--- src/rtl/poly_mode_pkg.sv ---
// Shared types and constants for the polymorphic-gate supply-mode sequencer.
package poly_mode_pkg;

  // Sequencer states, in the order a mode switch walks through them.
  typedef enum logic [2:0] {
    IDLE,
    DRAIN,
    SLEEP,
    ISO,
    SWITCH,
    SETTLE,
    WAKE
  } state_e;

  // vdd_sel encodings: high supply selects the OR-type function, low the AND-type.
  localparam logic VDD_HIGH = 1'b1;
  localparam logic VDD_LOW  = 1'b0;

endpackage : poly_mode_pkg

--- src/rtl/poly_sync.sv ---
// Multi-flop single-bit synchronizer with asynchronous active-high reset to 0.
module poly_sync #(
  parameter int STAGES = 2
) (
  input  logic clk,
  input  logic rst,
  input  logic d_i,
  output logic q_o
);

  logic [STAGES-1:0] sync_q;

  // Shift the asynchronous input through STAGES flops; the last one is safe to use.
  always_ff @(posedge clk or posedge rst) begin
    // NOTE: flops that hold state are always written with <=; blocking writes here
    // would collapse the chain into a single flop in simulation.
    if (rst) begin
      sync_q <= '0;
    end else begin
      sync_q <= {sync_q[STAGES-2:0], d_i};
    end
  end

  assign q_o = sync_q[STAGES-1];

endmodule : poly_sync

--- src/rtl/poly_mode_ctrl.sv ---
// Supply-mode sequencer for a bank of polymorphic NCL threshold gates.
// Drains the pipeline, sleeps and isolates the gates, flips vdd_sel, waits for the
// rail to settle, then reopens and wakes the datapath.
// Optional feature: define POLY_MODE_TIMEOUT_EN to add a drain watchdog that sets a
// sticky err flag and aborts back to IDLE; without it DRAIN waits indefinitely and
// err is tied to 0.
module poly_mode_ctrl
  import poly_mode_pkg::*;
#(
  parameter int SYNC_STAGES    = 2,
  parameter int ISO_CYCLES     = 4,
  parameter int SETTLE_CYCLES  = 16,
  parameter int CNT_W          = 8,
  parameter int TIMEOUT_CYCLES = 200
) (
  input  logic clk,
  input  logic rst,
  input  logic req_valid,
  input  logic req_mode,
  output logic req_ready,
  input  logic ko_null,
  output logic vdd_sel,
  output logic sleep_all,
  output logic tg_ctrl,
  output logic busy,
  output logic done,
  output logic err
);

  // Elaboration-time parameter sanity checks.
  if (SYNC_STAGES < 2) begin : g_bad_sync
    $error("poly_mode_ctrl: SYNC_STAGES must be at least 2");
  end
  if (ISO_CYCLES < 1 || SETTLE_CYCLES < 1 || TIMEOUT_CYCLES < 1) begin : g_bad_zero
    $error("poly_mode_ctrl: cycle-count parameters must be non-zero");
  end
  if ((ISO_CYCLES - 1) >= (1 << CNT_W) || (SETTLE_CYCLES - 1) >= (1 << CNT_W) ||
      (TIMEOUT_CYCLES - 1) >= (1 << CNT_W)) begin : g_bad_width
    $error("poly_mode_ctrl: CNT_W too narrow for the configured cycle counts");
  end

  localparam logic [CNT_W-1:0] ISO_LOAD    = CNT_W'(ISO_CYCLES - 1);
  localparam logic [CNT_W-1:0] SETTLE_LOAD = CNT_W'(SETTLE_CYCLES - 1);
  localparam logic [CNT_W-1:0] CNT_ONE     = CNT_W'(1);

  logic             ko_sync;
  state_e           state_q;
  logic [CNT_W-1:0] cnt_q;
  logic             tgt_q;
  logic             vdd_sel_q;
  logic             sleep_q;
  logic             tg_q;
  logic             busy_q;
  logic             done_q;
  logic             ready_q;
  logic             err_q;

  poly_sync #(
    .STAGES(SYNC_STAGES)
  ) u_ko_sync (
    .clk (clk),
    .rst (rst),
    .d_i (ko_null),
    .q_o (ko_sync)
  );

  // Sequencer: state, cycle counter and every output are registered here, and each
  // output takes the value of the state being entered.
  always_ff @(posedge clk or posedge rst) begin
    if (rst) begin
      // Reset parks in WAKE with the gates asleep and isolated; the first clock then
      // opens them and lands in IDLE.
      state_q   <= WAKE;
      cnt_q     <= '0;
      tgt_q     <= VDD_HIGH;
      vdd_sel_q <= VDD_HIGH;
      sleep_q   <= 1'b1;
      tg_q      <= 1'b0;
      busy_q    <= 1'b1;
      done_q    <= 1'b0;
      ready_q   <= 1'b0;
      err_q     <= 1'b0;
    end else begin
      done_q <= 1'b0;
      unique case (state_q)
        IDLE: begin
          if (req_valid && ready_q) begin
            if (req_mode == vdd_sel_q) begin
              // Already in the requested mode: acknowledge without touching the rail.
              done_q <= 1'b1;
            end else begin
              tgt_q   <= req_mode;
              state_q <= DRAIN;
              busy_q  <= 1'b1;
              ready_q <= 1'b0;
`ifdef POLY_MODE_TIMEOUT_EN
              cnt_q   <= CNT_W'(TIMEOUT_CYCLES - 1);
`endif
            end
          end
        end

        DRAIN: begin
          if (ko_sync) begin
            state_q <= SLEEP;
            sleep_q <= 1'b1;
          end
`ifdef POLY_MODE_TIMEOUT_EN
          else if (cnt_q == '0) begin
            // Pipeline never drained: give up with the rail and gates untouched.
            err_q   <= 1'b1;
            state_q <= IDLE;
            busy_q  <= 1'b0;
            ready_q <= 1'b1;
          end else begin
            cnt_q <= cnt_q - CNT_ONE;
          end
`endif
        end

        SLEEP: begin
          // Require NULL to still hold with sleep applied before isolating.
          if (ko_sync) begin
            state_q <= ISO;
            tg_q    <= 1'b0;
            cnt_q   <= ISO_LOAD;
          end
        end

        ISO: begin
          if (cnt_q == '0) begin
            // The rail flips as SWITCH is entered, and the settle window starts with
            // it, so the settle count is loaded on the same edge.
            state_q   <= SWITCH;
            vdd_sel_q <= tgt_q;
            cnt_q     <= SETTLE_LOAD;
          end else begin
            cnt_q <= cnt_q - CNT_ONE;
          end
        end

        SWITCH: begin
          state_q <= SETTLE;
          if (cnt_q != '0) begin
            cnt_q <= cnt_q - CNT_ONE;
          end
        end

        SETTLE: begin
          if (cnt_q == '0) begin
            state_q <= WAKE;
            tg_q    <= 1'b1;
            sleep_q <= 1'b0;
          end else begin
            cnt_q <= cnt_q - CNT_ONE;
          end
        end

        WAKE: begin
          // A WAKE reached from reset still has the gates isolated; only a WAKE that
          // ends a real switch sequence reports completion.
          state_q <= IDLE;
          tg_q    <= 1'b1;
          sleep_q <= 1'b0;
          busy_q  <= 1'b0;
          ready_q <= 1'b1;
          done_q  <= tg_q;
        end

        default: begin
          state_q <= IDLE;
        end
      endcase
    end
  end

  assign req_ready = ready_q;
  assign vdd_sel   = vdd_sel_q;
  assign sleep_all = sleep_q;
  assign tg_ctrl   = tg_q;
  assign busy      = busy_q;
  assign done      = done_q;
`ifdef POLY_MODE_TIMEOUT_EN
  assign err       = err_q;
`else
  assign err       = 1'b0;
`endif

endmodule : poly_mode_ctrl

--- config.mk ---
export PLATFORM = sky130hd
export DESIGN_NAME = poly_mode_ctrl
export DESIGN_NICKNAME = d
export VERILOG_FILES = /design/src/rtl/poly_mode_pkg.sv /design/src/rtl/poly_sync.sv /design/src/rtl/poly_mode_ctrl.sv
export SDC_FILE = /design/constraint.sdc
export NUM_CORES = 1
export LEC_CHECK = 0
export CELL_PAD_IN_SITES_DETAIL_PLACEMENT = 2
export CELL_PAD_IN_SITES_GLOBAL_PLACEMENT = 2
export CORE_ASPECT_RATIO = 0.75
export CORE_UTILIZATION = 35
export DETAILED_ROUTE_END_ITERATION = 12
export GPL_TIMING_DRIVEN = 1
export PLACE_DENSITY_LB_ADDON = 0.1
export RECOVER_POWER = 50
export SYNTH_ARGS = -nofsm -noshare
export SYNTH_HDL_FRONTEND = slang
export SYNTH_SLANG_ARGS = --single-unit
--- constraint.sdc ---
create_clock -name clk -period 2.4 [get_ports clk]
set_input_delay 0.6 -clock clk [delete_from_list [all_inputs] [get_ports clk]]
set_output_delay 0.6 -clock clk [all_outputs]
set_load 0.01 [all_outputs]
==> results.toml <==
# flow metrics
[layout]
top_regs = "cnt_q (8), state_q (3), u_ko_sync.sync_q (2)"
antennaDiodeCount = 0
drive_gt1_share_pct = 17.1
buf_share_pct = 10.5
largest_reg_flops = 8
instances_no_fill = 167
top_register = "cnt_q"
lay_top_count = "nor2_1"
synthToLayoutAreaGrowth_pct = 17.8
nMultiInputCombCells = 82
layout.nets = 139

[logic_synthesis]
top_cell_area_share_pct = 31.4
synth_nets = 122
edf_count = 0
postSynthAreaPerCell_um2 = 9.88
ys_seq_share_pct = 45.5
ys_cells = 113
top_cells_by_count = "nor2_1, dfrtp_1, a21oi_1, inv_1, o21ai_0"
area_leaders = "dfrtp_1, dfstp_2, nor2_1"
synth_adder_area_share_pct = 4.48

[timing]
setup_viol = 0
whs_ns = 0.353
post-route-min-period_ns = 2.25
timing.final.crit_share_pct = 93.7
hold_violations = 0
fmax_ghz = 0.445
rsz0062_at_grt = "no"
worst_slew_pin_slew_ns = 1.12
fin_tns_setup_ns = 0
layout_setup_ws_ns = 0.152

[placement]
dp_hpwl_mm = 2.18

[worst_hold_path]
whs_path_depth = 0

[cts]
postCtsSetupBuffers = 0
cts_root_buf = "clkbuf_8"
cts_buffers = 3
clkTransAtPathRegs_ns = 0.07
cts_max_level = 1
clock-sinks = 20
clk_latency_ns = 0.26
clk_path_buf_depth = 2

[detailed_routing]
vias_per_cell = 5.40
ant_nets = 0
wl_met2_mm = 1.39
drc_errors = 0
dr_wl_met3_um = 66

[grt]
busiest_layer = "met2"
met1_usage_pct = 26.3
grt_pass1_wl_mm = 4.89
grt_pass1_vias = 983
overflow = 0
met3_usage_pct = 4.69
grt_max_degree = 21
grtUsageMet2_pct = 32.3

[setup_path]
worst_path_largest_cell_delay_ns = 0.56
cpMaxStageDelayCell = "or4b_4"
critPathCaptureType = "flip-flop"
crit_type = "flip-flop to flip-flop"
r2r_slack_ns = 0.15

[power_and_ir_drop]
power.density_nw_per_um2 = 1200
vdd_drop_max_v = 0.000410

[floorplan]
placementRows = 17

[flow_run]
maxCapViolCount = 0

[outcome]
status = "finished clean"
-- power breakdown --
group | internal (mW) | total [mW] | switching, mW
clock | 0.146 | 0.256 | 0.110
combinational | 0.354 | 0.733 | 0.379
sequential | 0.463 | 0.590 | 0.127
total | 0.963 | 1.58 | 0.616
-- worst max path at each step --
stage,start,end
after floorplan,cnt_q[0],state_q[0]
after global placement,req_mode,state_q[0]
after detailed placement,req_mode,state_q[0]
after CTS,cnt_q[0],state_q[0]
after global routing,cnt_q[0],state_q[0]
final,cnt_q[0],state_q[0]
-- worst max-delay path: cells and delay by family (launching register included) --
kind	cells	cell delay (ns)
fa+ha+maj	1	0.18
buf+inv	1	0.10
flops	1	0.41
mux	1	0.31
simple gates	4	1.14
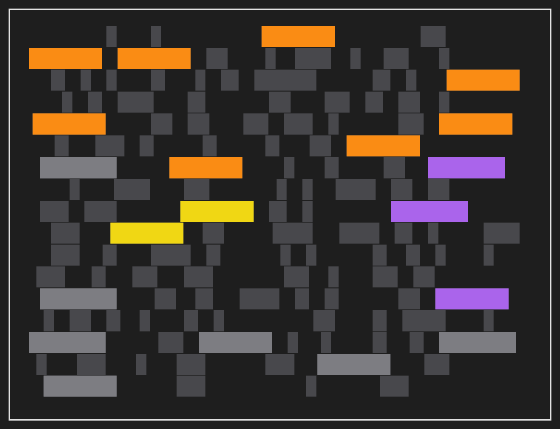
(register map, names as in the netlist)
Other sequential cells in the stronger grey, the rest of the logic in the fainter grey.
state_q -> purple  # flops 3
cnt_q -> orange  # flops 8
u_ko_sync.sync_q -> yellow  # flops 2
not coloured = 7
register area: 508 µm²
flop share of the area: 38.6%
final core occ: 44.2%

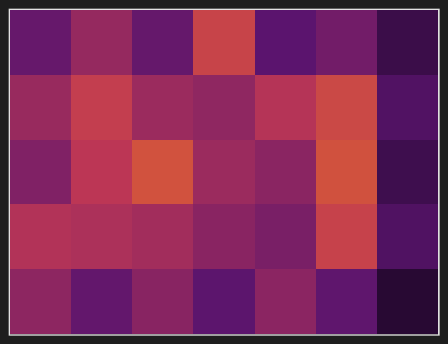
(placement density heat map)
7 x 5 tiles, from black (low) to pale yellow (high), 0 to 100% covered.
mean over tiles = 37%
fullest tile = 58%
FP Util: 37.5%
Core Area: 2980 µm²

Power is estimated from default activity; no workload was simulated.
